$ cat config.mk
export PLATFORM = sky130hd
export DESIGN_NAME = riscv_mem_arbiter
export DESIGN_NICKNAME = d
export VERILOG_FILES = /design/src/rtl/riscv_mem_arbiter.sv
export SDC_FILE = /design/constraint.sdc
export NUM_CORES = 1
export LEC_CHECK = 0
export CORE_ASPECT_RATIO = 0.9
export CORE_MARGIN = 3
export CORE_UTILIZATION = 47
export CTS_CLUSTER_DIAMETER = 120
export CTS_CLUSTER_SIZE = 10
export DETAILED_ROUTE_END_ITERATION = 8
export HOLD_SLACK_MARGIN = 0.03
export PLACE_DENSITY = 0.9
export SLEW_MARGIN = 20
export SYNTH_ARGS = -nofsm -noshare
export SYNTH_HDL_FRONTEND = slang
export SYNTH_SLANG_ARGS = --single-unit
$ cat constraint.sdc
create_clock -name clk -period 3.4 [get_ports clk]
set_input_delay 0.34 -clock clk [delete_from_list [all_inputs] [get_ports clk]]
set_output_delay 0.34 -clock clk [all_outputs]
set_load 0.02 [all_outputs]
$ cat src/rtl/riscv_mem_arbiter.sv
// ============================================================================
// Module  : riscv_mem_arbiter
// Brief   : Two-port (fetch/data) arbiter onto a single-port memory with one
//           request outstanding and bounded data priority.
// Revision: 1.0 - initial release
// ============================================================================
`default_nettype none

module riscv_mem_arbiter #(
  parameter int N_param    = 32,
  parameter int MEM_LAT    = 1,
  parameter int MAX_DGRANT = 4
) (
  input  logic                 clk,
  input  logic                 reset,
  input  logic                 if_req_valid,
  output logic                 if_req_ready,
  input  logic [N_param-1:0]   if_addr,
  output logic                 if_rsp_valid,
  output logic [N_param-1:0]   if_rsp_data,
  input  logic                 d_req_valid,
  output logic                 d_req_ready,
  input  logic [N_param-1:0]   d_addr,
  input  logic                 d_we,
  input  logic [N_param-1:0]   d_wdata,
  input  logic [N_param/8-1:0] d_wstrb,
  output logic                 d_rsp_valid,
  output logic [N_param-1:0]   d_rsp_data,
  output logic                 mem_en,
  output logic [N_param/8-1:0] mem_we,
  output logic [N_param-1:0]   mem_addr,
  output logic [N_param-1:0]   mem_wdata,
  input  logic [N_param-1:0]   mem_rdata,
  output logic                 busy
);

  localparam logic [1:0] c_idle  = 2'd0;
  localparam logic [1:0] c_issue = 2'd1;
  localparam logic [1:0] c_wait  = 2'd2;
  localparam logic [1:0] c_resp  = 2'd3;

  localparam bit         c_single      = (MEM_LAT == 1);
  localparam int         c_wait_cycles = (MEM_LAT > 1) ? MEM_LAT - 2 : 0;
  localparam logic [2:0] c_wait_init   = c_wait_cycles[2:0];
  localparam logic [3:0] c_max_dgrant  = MAX_DGRANT[3:0];

  logic [1:0]           r_state;
  logic [3:0]           r_dcount;
  logic [2:0]           r_lat_cnt;
  logic [N_param-1:0]   r_addr;
  logic [N_param-1:0]   r_wdata;
  logic [N_param/8-1:0] r_wstrb;
  logic                 r_we;
  logic                 r_src_d;
  logic [N_param-1:0]   r_if_rsp_data;
  logic [N_param-1:0]   r_d_rsp_data;

  logic w_idle;
  logic w_issue;
  logic w_grant_d;
  logic w_grant_f;
  logic w_sample;

  assign w_idle  = (r_state == c_idle);
  assign w_issue = (r_state == c_issue);

  // Readies are combinational, so gate them with reset to keep them low while
  // the arbiter is held in reset.
  assign w_grant_d = reset & w_idle & d_req_valid
                   & ~(if_req_valid & (r_dcount == c_max_dgrant));
  assign w_grant_f = reset & w_idle & if_req_valid & ~w_grant_d;

  // mem_rdata is valid on the edge that leaves the last latency cycle.
  assign w_sample = (w_issue & c_single)
                  | ((r_state == c_wait) & (r_lat_cnt == 3'd0));

  always_ff @(posedge clk or negedge reset) begin
    if (!reset) begin
      r_state       <= c_idle;
      r_dcount      <= 4'd0;
      r_lat_cnt     <= 3'd0;
      r_addr        <= '0;
      r_wdata       <= '0;
      r_wstrb       <= '0;
      r_we          <= 1'b0;
      r_src_d       <= 1'b0;
      r_if_rsp_data <= '0;
      r_d_rsp_data  <= '0;
    end else begin
      case (r_state)
        c_idle: begin
          if (w_grant_d || w_grant_f) begin
            r_state <= c_issue;
            r_src_d <= w_grant_d;
            r_addr  <= w_grant_d ? d_addr : if_addr;
            r_we    <= w_grant_d & d_we;
            r_wdata <= w_grant_d ? d_wdata : '0;
            r_wstrb <= w_grant_d ? d_wstrb : '0;
            if (w_grant_d) begin
              if (r_dcount != c_max_dgrant) r_dcount <= r_dcount + 4'd1;
            end else begin
              r_dcount <= 4'd0;
            end
          end
        end
        c_issue: begin
          r_state   <= c_single ? c_resp : c_wait;
          r_lat_cnt <= c_wait_init;
        end
        c_wait: begin
          if (r_lat_cnt == 3'd0) r_state <= c_resp;
          else r_lat_cnt <= r_lat_cnt - 3'd1;
        end
        default: r_state <= c_idle;
      endcase

      if (w_sample) begin
        if (r_src_d) r_d_rsp_data <= r_we ? '0 : mem_rdata;
        else r_if_rsp_data <= mem_rdata;
      end
    end
  end

  assign if_req_ready = w_grant_f;
  assign d_req_ready  = w_grant_d;
  assign mem_en       = w_issue;
  assign mem_we       = (w_issue & r_we) ? r_wstrb : '0;
  assign mem_addr     = w_issue ? r_addr : '0;
  assign mem_wdata    = w_issue ? r_wdata : '0;
  assign if_rsp_valid = (r_state == c_resp) & ~r_src_d;
  assign d_rsp_valid  = (r_state == c_resp) & r_src_d;
  assign if_rsp_data  = r_if_rsp_data;
  assign d_rsp_data   = r_d_rsp_data;
  assign busy         = ~w_idle;

endmodule

`default_nettype wire

Run 1, M4 wires:
Drawn at 4 px/um. Supply wires on this layer in gray.
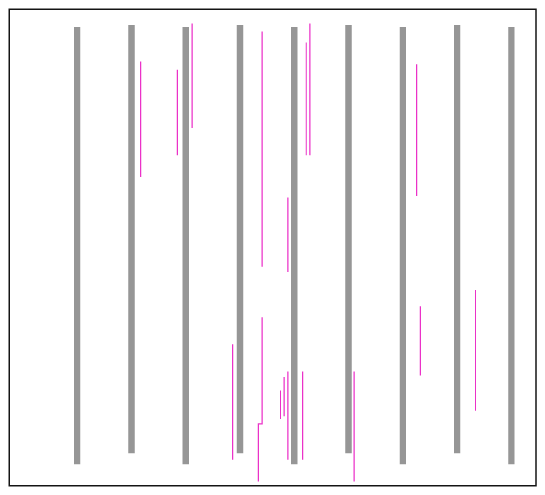
The wires run mostly vertical. The layer holds 2.3% of the routed length.

Run 1, metal layers overlaid:
Drawn at 4 px/um. Two of the layers only.
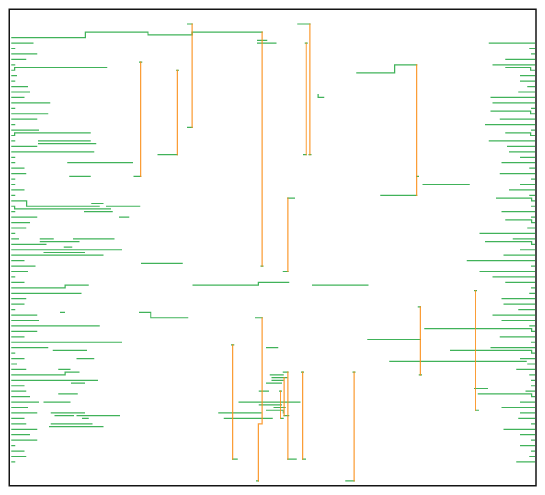
Green shows metal 3, wire length 1490 um. Orange shows metal 4, wire length 450 um.

Run 1, M1 wires:
Drawn at 4 px/um. Supply wires on this layer in gray. Cells faint in the background.
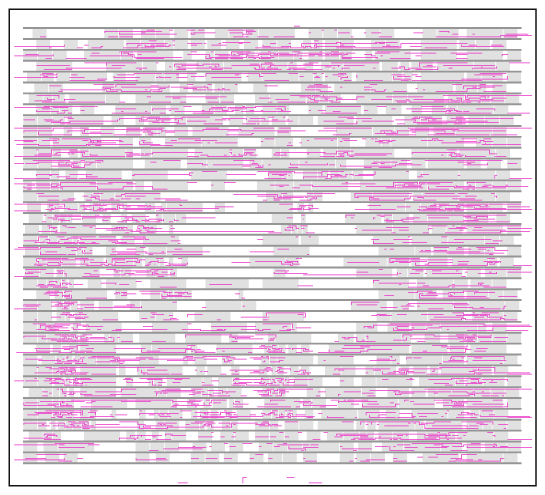
The longest straight run is 31.7 um. The layer holds 40% of the routed length. The wires run mostly horizontal. 841 nets have wire on it.
routing usage on met1: 30.66%
final WL: 19310 um
Via Count: 5554

==> Slide: Implementation Results, run 1 <==
Implementation Results

Run status
  • Status: finished clean

Power and ir drop
  • Sw Share: 35.56%
  • Switching power: 3535 uW
  • Comb pwr share: 49.1%
  • Reg power frac: 30.2%
  • Power after layout: 9941 uW
  • Pwr Density: 976.5 nW/um^2
  • Worst vdd ir: 0.0004750 V
  • Clk pwr share: 20.6%
  • Internal power: 6406 uW
  • Leak: 0.004440 uW

Clock tree
  • Clock Sinks: 143
  • H-Tree Depth: 4
  • Root Driver: clkbuf_16
  • Post-CTS Setup Inserts: 0
  • Clk latency late pin: 410 ps
  • TritonCTS clock tree: yes
  • Number of buffers created by CTS: 17
  • Clock tree buffer depth: 2
  • Clock transition at the registers of the reported paths: 60 ps

Drt
  • Antenna Nets Post-Route: 0
  • DR WL/cell: 18.66 um
  • Vias per cell: 5.366
  • Number of DRC markers in iteration 0: 299
  • First-pass DRT Iterations: 5
  • DRC Markers: 0

Cells and area
  • Layout net count: 979
  • Signal buffers: 288
  • Fillers: 889
  • Inverters: 9
  • Logic Gate Count: 375
  • Buffer share of cell area: 28.01%
  • Sequential share of cell area: 35.15%
  • Reg area: 3578 um^2
  • Flop count: 143
  • Gate Area: 2816 um^2
  • Commonest Layout Cell: clkdlybuf4s50_1
  • Logic share of the area: 27.67%
  • Clock buffers: 22
  • Layout clock area frac: 6.514%
  • Largest area class, layout: flip-flops and latches
  • Dominant logic cell types in the final layout: 273 x clkdlybuf4s50_1, 143 x dfrtp_1, 66 x and2_1
  • Core Util, Final: 75.06%
  • N_diodes: 0
  • Area grow syn2layout: 53.31%
  • Layout cells sized above 1: 9.693%

Logic synthesis
  • Cell area leaders: dfrtp_1 54%, mux2_4 6.8%, and2_1 6.2%
  • Syn nets: 717
  • Chip Area, Yosys: 6640 um^2
  • Count leader, synth: dfrtp_1
  • Synth Area in Simple Gates: 13.13%
  • Yosys stat cell total: 572
  • Cell count after synthesis: 572
  • Post-synth EDFFs: 0
  • Avg Cell Area, Syn: 11.61 um^2
  • Top cells by count: 143 x dfrtp_1, 66 x and2_1, 37 x a22o_1, 36 x a21oi_1, 35 x mux2_1
  • Synth logic family: AND-OR/OR-AND gates
  • Seq/Total Area, Yosys: 53.89%
  • Synthesized flop and latch total: 143
  • And-or/or-and share of the synthesized area: 14.53%
  • Distinct cells, synth: 34
  • Multiplexer share: 13.04%
  • Area leader share: 53.89%
  • Synthesized area: 6640 um^2
  • Yosys adder share: 1.507%
  • Synth Flop Type: dfrtp_1
  • Leading area contributor after synthesis: dfrtp_1
  • YS warnings: 0
  • Yosys xor share: 0%
  • Post-synthesis async set-or-reset flop share: 100.0%

Critical path
  • CP startpoint kind: flop
  • Worst-path fanout max: 27
  • R2R Path Start: r_state[1]
  • Setup CP Type: flop to output port
  • RR Endpoint: d_rsp_data[0]
  • R2R setup slack: 1190 ps
  • Reg2Reg Depth: 6
  • Critical Path RT: 3060 ps
  • Worst Path Arrival: 2490 ps
  • Crit. End Element: output port

Place
  • Worst slack, placed: 939.5 ps
  • Input/output buffers: 274
  • DP Wirelength: 13690 um
  • Placer Congestion: 0.8537

Hold path
  • Hold Path Origin: if_rsp_data[24]
  • Worst Hold Path EP: if_rsp_data[24]
  • Hold Path Class: flop to flop
  • Worst hold path cell count: 1

GRT
  • Largest net degree at the start of global routing: 80
  • First-pass GRT wire length: 30950 um
  • Grt ovf: 0
  • GRT Overall Usage: 24.88%
  • Initial antenna violation count: 0
  • Vias in the first global route: 5788

Floorplan
  • Std-Cell Core Area: 13560 um^2
  • Num rows: 40
  • Die Wd: 131.3 um
  • Die area: 15590 um^2
  • FP Core Util: 48.96%
  • Die Ht: 118.8 um
  • N_taps: 189
  • I/O Pins: 275

STA
  • Min Tclk post-route: 2835 ps
  • Worst setup margin: 565.4 ps
  • Final Skew: 5.980 ps
  • Fmax: 0.3528 GHz
  • TNS Setup: 0 ps
  • Final hold violation count: 0
  • Hold slack: 482.8 ps
  • Worst-margin pin slew: 951.2 ps
  • # setup viols final: 0
  • RSZ-0062 raised after global routing: false
  • Max Slew Vio Count: 0
  • Fin crit share: 83.37%
  • Rel. slew slack: 36.58%

Flow run
  • Max-Cap Viols: 0
  • Tool warnings: 30
==> run 1: stage by stage <==
step | area [um^2] | instances
final | 10180 | 1035
after global routing | 10180 | 1035
after CTS | 10180 | 1035
after detailed placement | 9507 | 1003
after global placement | 9507 | 1003
after floorplan | 6640 | 572
==> run 1: worst max-delay path: stages, from the launching register on <==
cell and delay (ps):
dfrtp_1 410, inv_1 100, ha_2 470, buf_4 310
and3_1 180, clkdlybuf4s50_1 610
==> run 1: worst max-delay path by stage <==
stage / startpoint / to / cells after the start / slack, ps
after CTS: r_state[1] / mem_wdata[27] / 5 / 530
after global placement: if_req_valid / d_req_ready / 4 / 960
after floorplan: r_state[1] / mem_wdata[12] / 5 / 1530
final: r_state[1] / mem_we[0] / 5 / 570
after detailed placement: if_req_valid / d_req_ready / 4 / 940
after global routing: r_state[1] / mem_we[0] / 5 / 380
==> run 1: what timing repair did <==
action | in CTS | in global routing
hold buffers | 1 | 0
resized | 0 | 0
hold endpoints to repair | 64 | 0
==> run 1: sequential cells by signal, summed over array words and instances (netlist names) <==
register / flops
r_state: 2
r_we: 1
r_wstrb: 4
if_rsp_data: 32
r_lat_cnt: 3
r_addr: 32
r_wdata: 32
r_src_d: 1
d_rsp_data: 32
r_dcount: 4
==> run 1: power by group through the flow <==
stage / Sequential (uW) / Combinational [uW] / Clock [uW]
2_1_floorplan: 3360 / 2360 / 0
3_3_place_gp: 2950 / 4780 / 0
3_5_place_dp: 3010 / 4890 / 0
4_1_cts: 3000 / 4930 / 2090
5_1_grt: 3100 / 5180 / 2170
6_report: 3010 / 4880 / 2050
==> run 1: metal layers <==
layer	global-route usage, %	part of all wire, %	vias up
met3	7.191	7.7	36
met5	0	0	-
met2	41.55	50	295
met4	9.777	2.3	0
met1	30.66	40	2688
li1	-	-	2535
Run 1, congestion heat map:
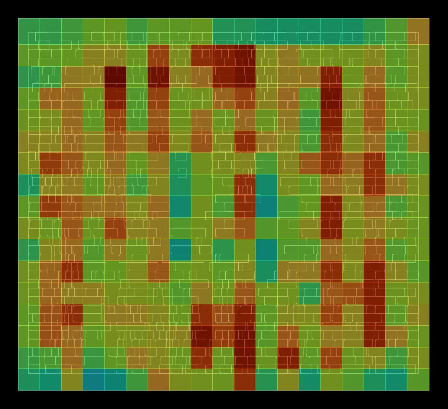

## Run 2: what changed since run 1
Settings changed: CORE_UTILIZATION 47 to 43, PLACE_DENSITY 0.9 to 0.83.
Clock period 3.4 ns to 2.79 ns, I/O delays scaled along.
Run 2, congestion heat map:
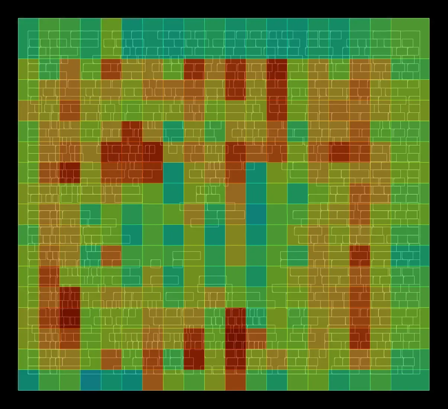
GRT Overall Usage: 23.33%
met3 Usage GRT: 8.401%
DR WL/cell: 18.81 um

==> run 2 against run 1 <==
Compared with the run above:
- setup slack worse by 310 ps
- sequential share of layout area is 0.12 points lower
- register-to-register slack worse by 450 ps
- clock skew is 5.0 ps higher
- global-route usage is 1.5 points lower
- count of clock-buffer cells in the layout is 1 lower
==> Slide: Implementation Results, run 2 <==
Implementation Results

Clock tree
  • Root Driver: clkbuf_16
  • Clk latency late pin: 420 ps
  • Clock tree buffer depth: 2
  • Clock Sinks: 143
  • Post-CTS Setup Inserts: 0
  • Number of buffers created by CTS: 17
  • TritonCTS clock tree: yes
  • H-Tree Depth: 4
  • Clock transition at the registers of the reported paths: 60 ps

Floorplan
  • Die area: 16970 um^2
  • Num rows: 42
  • I/O Pins: 275
  • FP Core Util: 44.49%
  • Die Wd: 137.0 um
  • Std-Cell Core Area: 14920 um^2
  • Die Ht: 123.9 um

Logic synthesis
  • Yosys adder share: 1.507%
  • Avg Cell Area, Syn: 11.61 um^2
  • Syn nets: 717
  • Cell area leaders: dfrtp_1 54%, mux2_4 6.8%, and2_1 6.2%
  • Area leader share: 53.89%
  • Post-synthesis async set-or-reset flop share: 100.0%
  • Seq/Total Area, Yosys: 53.89%
  • Top cells by count: 143 x dfrtp_1, 66 x and2_1, 37 x a22o_1, 36 x a21oi_1, 35 x mux2_1
  • And-or/or-and share of the synthesized area: 14.53%
  • Synth Flop Type: dfrtp_1
  • Cell count after synthesis: 572
  • Synthesized area: 6640 um^2
  • Multiplexer share: 13.04%
  • Count leader, synth: dfrtp_1
  • Yosys stat cell total: 572
  • Synth logic family: AND-OR/OR-AND gates
  • Yosys xor share: 0%
  • Post-synth EDFFs: 0
  • Chip Area, Yosys: 6640 um^2
  • Leading area contributor after synthesis: dfrtp_1
  • YS warnings: 0
  • Synthesized flop and latch total: 143
  • Distinct cells, synth: 34
  • Synth Area in Simple Gates: 13.13%

Flow run
  • Max-Cap Viols: 0
  • Tool warnings: 30

Cells and area
  • Commonest Layout Cell: clkdlybuf4s50_1
  • Layout cells sized above 1: 9.906%
  • Dominant logic cell types in the final layout: 273 x clkdlybuf4s50_1, 143 x dfrtp_1, 66 x and2_1
  • Area grow syn2layout: 53.82%
  • N_diodes: 0
  • Layout net count: 980

GRT
  • Grt ovf: 0
  • Routing usage on met1: 28.27%
  • Initial antenna violation count: 0
  • Largest net degree at the start of global routing: 72
  • Vias in the first global route: 5885
  • First-pass GRT wire length: 30850 um
  • GRT Max-Usage Layer: met2
  • Met2 usage: 39.00%

Drt
  • Final WL: 19670 um
  • Met3 Routed Length: 2022 um
  • M1 WL: 7638 um
  • Routed wl met2: 9666 um
  • Antenna Nets Post-Route: 0
  • Uppermost layer routed: met4
  • Number of DRC markers in iteration 0: 259
  • Via Count: 5569
  • DRC Markers: 0
  • First-pass DRT Iterations: 6
  • Vias per cell: 5.324

Critical path
  • RR Endpoint: d_rsp_data[0]
  • Critical Path RT: 2510 ps
  • Setup CP Type: flop to output port
  • Top delay family on crit path: buffers and inverters
  • CP startpoint kind: flop
  • Worst Path Arrival: 2260 ps
  • Crit. End Element: output port
  • Slowest cell on the critical path: clkdlybuf4s50_1
  • CP Cell Sequence: inv_1, ha_1, nand3_2, nor2_2, clkdlybuf4s50_1
  • R2R Path Start: r_lat_cnt[0]
  • R2R setup slack: 740 ps
  • Crit path buffers/inverters: 2
  • Max stage delay on crit path: 630 ps
  • Reg2Reg Depth: 7
  • Worst-path fanout max: 7

STA
  • Fin crit share: 90.96%
  • Min Tclk post-route: 2538 ps
  • Final Skew: 10.99 ps
  • Max Slew Vio Count: 0
  • Worst-margin pin slew: 895.1 ps
  • Worst setup margin: 252.3 ps
  • RSZ-0062 raised after global routing: false
  • # setup viols final: 0
  • TNS Setup: 0 ps
  • Hold slack: 292.6 ps
  • Final hold violation count: 0
  • Fmax: 0.3941 GHz
  • Rel. slew slack: 40.32%

Place
  • DP Wirelength: 13880 um
  • Input/output buffers: 274
  • Placer Congestion: 0.8752
  • Worst slack, placed: 617.5 ps

Power and ir drop
  • Worst vdd ir: 0.0005975 V
  • Pwr Density: 1188 nW/um^2
  • Leak: 0.004443 uW

Run status
  • Status: finished clean

Hold path
  • Hold Path Class: input port to async pin
-- run 2: cell counts after synthesis --
Identical to the previous run, type by type.
-- run 2: cells by family (layout without fill, tap and decap cells) --
group / Yosys count / count (layout)
flip-flops: 143 / 143
AND-OR/OR-AND: 149 / 149
multiplexers: 67 / 67
adder cells (fa/ha/maj): 8 / 8
buffers and inverters: 54 / 330
AND/OR/NAND/NOR: 151 / 151
-- run 2: per-stage QoR --
stage	instance area, um^2	util, %	total power (uW)	cells
2_1_floorplan	6640	-	6972	572
3_3_place_gp	9555	64.03	9476	1013
3_5_place_dp	9555	64.03	9687	1013
4_1_cts	10210	68.44	12220	1046
5_1_grt	10210	68.44	12780	1046
6_report	10210	68.44	12130	1046
-- run 2: where the power goes --
part | total (uW) | internal, uW | leakage [uW] | switching [uW]
Sequential | 3680 | 3080 | 0.00173 | 605
Clock | 2450 | 1580 | 0.000307 | 877
Combinational | 6000 | 3080 | 0.00241 | 2920
-- run 2: timing repair --
action	4_1_cts	5_1_grt
gates resized	0	0
hold buffers	1	0
endpoints found under the hold margin	6	0
-- run 2: layout make-up --
class,instances,area [um^2]
inverters,9,33.78
fillers,1057,4711
repair buffers,289,2884
flip-flops and latches,143,3578
well taps,198,247.7
clock buffers,21,470.5
multi-input cells,375,2821
clock inverters,11,177.7
-- run 2: worst max-delay path by stage --
stage,startpoint,endpoint,slack [ps],cells past startpoint
finish,r_state[0],d_req_ready,250,5
global route,r_state[1],d_req_ready,130,5
CTS,r_state[0],d_req_ready,230,5
detailed placement,if_req_valid,d_req_ready,620,4
global placement,if_req_valid,d_req_ready,640,4
floorplan,r_lat_cnt[0],d_rsp_data[10],980,8
Power and IR drop assume default switching activity.
